### Floorplan with the power grid

Bar = 20 um. Pins as bars on the die edge. Tap cells in grey.
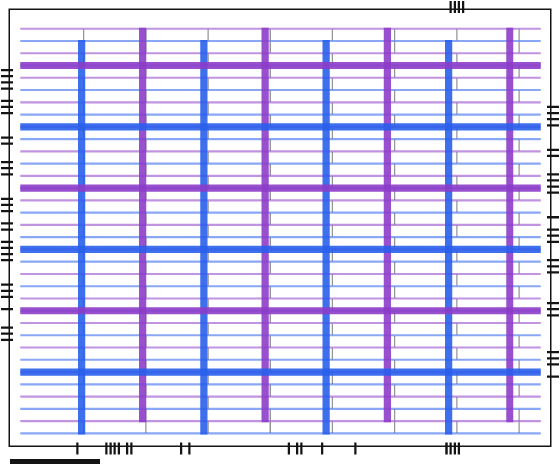
### Placement by cell class

Bar = 20 um.
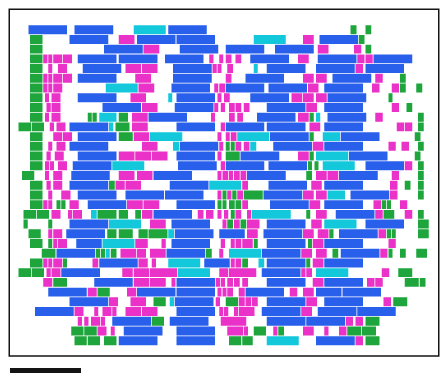
### Clock wires, drivers and flops

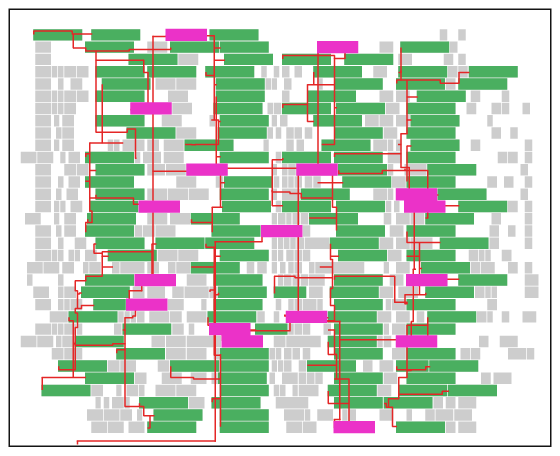
**config.mk**
```make
export PLATFORM = sky130hd
export DESIGN_NAME = elastic_pipe
export DESIGN_NICKNAME = d
export VERILOG_FILES = /design/src/rtl/elastic_pipe.sv
export SDC_FILE = /design/constraint.sdc
export NUM_CORES = 1
export LEC_CHECK = 0
export CAP_MARGIN = 20
export CORE_ASPECT_RATIO = 0.8
export CORE_MARGIN = 2
export CORE_UTILIZATION = 55
export CTS_BUF_LIST = sky130_fd_sc_hd__clkbuf_8 sky130_fd_sc_hd__clkbuf_16
export DETAILED_ROUTE_END_ITERATION = 10
export GPL_TIMING_DRIVEN = 0
export PLACE_DENSITY = 0.79
export SETUP_SLACK_MARGIN = 0.3
export SYNTH_ARGS = -nofsm -noshare
export SYNTH_HDL_FRONTEND = slang
export SYNTH_SLANG_ARGS = --single-unit
```
**constraint.sdc**
```tcl
create_clock -name clk -period 4.7 [get_ports clk]
set_input_delay 0.94 -clock clk [delete_from_list [all_inputs] [get_ports clk]]
set_output_delay 0.94 -clock clk [all_outputs]
set_load 0.1 [all_outputs]
```
**src/rtl/elastic_pipe.sv**
```systemverilog
// Elastic register pipeline: DEPTH valid/data stages with per-stage ready,
// bubble collapse under backpressure, synchronous flush and occupancy count.
module elastic_pipe #(
    parameter int unsigned WIDTH = 32,
    parameter int unsigned DEPTH = 4
) (
    input  logic                         clk,
    input  logic                         reset,
    input  logic                         flush,
    input  logic                         in_valid,
    output logic                         in_ready,
    input  logic [WIDTH-1:0]             in_data,
    output logic                         out_valid,
    input  logic                         out_ready,
    output logic [WIDTH-1:0]             out_data,
    output logic [$clog2(DEPTH+1)-1:0]   occupancy
);

    localparam int unsigned OCC_W = $clog2(DEPTH+1);

    logic [DEPTH-1:0] v;
    logic [WIDTH-1:0] d [DEPTH];
    logic [DEPTH-1:0] adv;
    logic             room;
    logic             accept;

    // Walk from the output back to stage 0: "room" means the stage being
    // visited may hand its entry forward this cycle.
    always_comb begin
        adv  = '0;
        room = out_ready & ~flush & ~reset;
        for (int unsigned i = 0; i < DEPTH; i++) begin
            adv[DEPTH-1-i] = v[DEPTH-1-i] & room;
            room           = ~v[DEPTH-1-i] | room;
        end
        in_ready = room & ~flush & ~reset;
    end

    always_comb begin
        occupancy = '0;
        for (int unsigned i = 0; i < DEPTH; i++) begin
            occupancy = occupancy + OCC_W'(v[i]);
        end
    end

    assign accept    = in_valid & in_ready;
    assign out_valid = v[DEPTH-1] & ~flush & ~reset;
    assign out_data  = out_valid ? d[DEPTH-1] : '0;

    always_ff @(posedge clk) begin
        if (reset) begin
            v <= '0;
            for (int unsigned i = 0; i < DEPTH; i++) begin
                d[i] <= '0;
            end
        end else if (flush) begin
            v <= '0;
        end else begin
            if (accept) begin
                v[0] <= 1'b1;
                d[0] <= in_data;
            end else if (adv[0]) begin
                v[0] <= 1'b0;
            end
            for (int unsigned i = 1; i < DEPTH; i++) begin
                if (adv[i-1]) begin
                    v[i] <= 1'b1;
                    d[i] <= d[i-1];
                end else if (adv[i]) begin
                    v[i] <= 1'b0;
                end
            end
        end
    end

endmodule

```
==> Slide: Implementation Results <==
Physical Implementation Snapshot

Global routing
  – GR peak layer: met2
  – Largest net degree at the start of global routing: 33
  – Initial antenna violation count: 0
  – Grt ovf: 0
  – First-pass GRT wire length: approximately 17000 um
  – Vias in the first global route: roughly 3.4k
  – GRT Total Usage: 19.6%
  – GR Layer Usage met3: between 4 and 5%
  – M2 GR Usage: 31.1%

Yosys
  – XOR Share, Synth: 0%
  – Synth Instances: 438
  – Cell area leaders: edfxtp_1 65%, nor3b_2 6.2%, and4_1 4.8%
  – Yosys stat cell total: 438
  – Primary FF master, synth: edfxtp_1
  – Multiplexer share: 0%
  – Dominant comb cell: simple AND/OR/NAND/NOR gates
  – Top cell area share: 65.2%
  – Synth Warn #: 0
  – Top cell type by total area after synthesis: edfxtp_1
  – Avg Cell Area, Syn: about 13 um^2
  – Compound Share, Synth: under 10%
  – Yosys simple share: between 20% and 30%
  – Ys async rst share: 0%
  – Cell Type Count: 30
  – Floorplan Nets: 478

Layout
  – Clock buffers: 20
  – Area grow syn2layout: 23.8%
  – Fillers: a little over 700
  – Seq cells: 132
  – Sequential share of cell area: a little over half
  – Gate Area: about 0.0017 mm^2
  – Non-clock buffers, area share: 12.7%
  – Reg area: a little under 0.004 mm^2
  – Non-CTS buffers: 128
  – Final instance area: between 0.007 and 0.008 mm^2
  – Largest cell class: flip-flops and latches
  – Invs w/o clock: 8
  – Most frequent cells in the layout: 128 x edfxtp_1, 64 x nand2_1, 37 x clkdlybuf4s50_1, 33 x clkbuf_1
  – N_diodes: 0
  – Non-filler cells, final: 685

Pwr
  – P_comb: 133 uW
  – VDD IR-drop max: around 0.00022 V
  – Clock power frac: around 44%
  – Clk. pwr: between 1000 and 1500 uW
  – Seq pwr: roughly 1400 uW
  – Comb power frac: ~5.0%
  – Power Density: approximately 370 mW/mm^2
  – Seq pwr share: about 51%
  – Switching part of the total power: between 10% and 20%

Final timing
  – Worst slew pin tran: around 0.97 ns
  – Setup TNS: 0 ns
  – FMAX: 0.236 GHz
  – Skew final: 0.0101 ns
  – Period utilization: approximately 90%
  – Worst setup margin: between 0.4 and 0.5 ns
  – Hold WS: roughly 0.57 ns
  – Max-slew violations: 0
  – Final Setup Violations: 0

Hold path
  – Hold path startpoint: d[0][7]
  – Hold Path Class: register to register
  – Hold path depth: 1
  – Endpoint, Worst Hold: d[0][39]

Detailed routing
  – Routed Wire Length: 10500 um
  – Drt drc: 0
  – WL met1: roughly 4900 um
  – Met3 Wirelength: between 500 and 600 um
  – Top Layer Used: met4
  – Detail Route Antenna Nets: 0
  – Initial DRC Count: around 200
  – Drt first pass iters: 4
  – Vias per cell: 5.33
  – Via count: ~3.7k

CTS
  – CTS Root Cell: clkbuf_16
  – Clock transition at the registers of the reported paths: 0.06 ns
  – Post-CTS sizing: roughly 52
  – Setup bufs post-CTS: 0
  – CTS Sinks: about 130
  – Clock Tree Buf Depth: 2
  – Clk_lat worst skew: just over 0.4 ns
  – TritonCTS clock tree: yes
  – Num CTS Buffers: 17

Placement
  – Placed cells: around 650
  – Pre-CTS setup slack: -0.139 ns
  – RePlAce Congestion: 0.762
  – Detailed Place HPWL: 7360 um
  – Post-DP Area: 0.00687 mm^2

Floorplanning
  – IO Count: around 74
  – Core Rows: 33
  – Chip area: around 0.012 mm^2
  – Core area: between 0.01 and 0.015 mm^2
  – Well Taps: about 140
  – Fp util: around 57%
  – Die W: approximately 120 um

Setup path
  – Nature of the critical path endpoint: primary output
  – Worst-path fanout max: 10
  – WP data required: about 3.8 ns
  – Critical R2R Capture: d[0][44]
  – Worst Path Arrival: 3.29 ns
  – Worst r2r path cells: 5

Outcome
  – Status: complete, no violations
About 'Floorplan with the power grid':
blue -> VSS
purple -> VDD
met5 straps = 6
signal pins = 74

About 'Placement by cell class':
green -> other buffers and delay cells  # cells 128
blue -> flops  # cells 132
magenta -> combinational and other logic  # cells 253
cyan -> clock drivers and dummy loads  # cells 32

About 'Clock wires, drivers and flops':
magenta -> clock drivers  # count 17
red -> clock wires  # length 1340 um
green -> flip-flops  # count 132
routed clock nets = 18

-- synth_stat cells (all sizes together), types with 2 or more instances --
| cell | n |
|---|---|
| dfxtp | 4 |
| nand2 | 64 |
| a211oi | 32 |
| inv | 8 |
| and4 | 32 |
| o31ai | 2 |
| buf | 17 |
| nor3 | 32 |
| and3 | 32 |
| a21oi | 3 |
| nor2 | 2 |
| clkbuf | 36 |
| nor3b | 33 |
| edfxtp | 128 |
| ha | 2 |
-- worst max-delay path, cell delays in order --
cell and delay (ns):
clkdlybuf4s50_1 0.62, nor2_1 0.29, clkbuf_2 0.26, clkbuf_1 0.39
and3_1 0.22, clkdlybuf4s15_2 0.55
-- registers in the layout, indices dropped and copies added, names as in the netlist --
name and cells:
d 128, v 4
Power figures rest on the tool's default switching activity, not on a simulated workload.
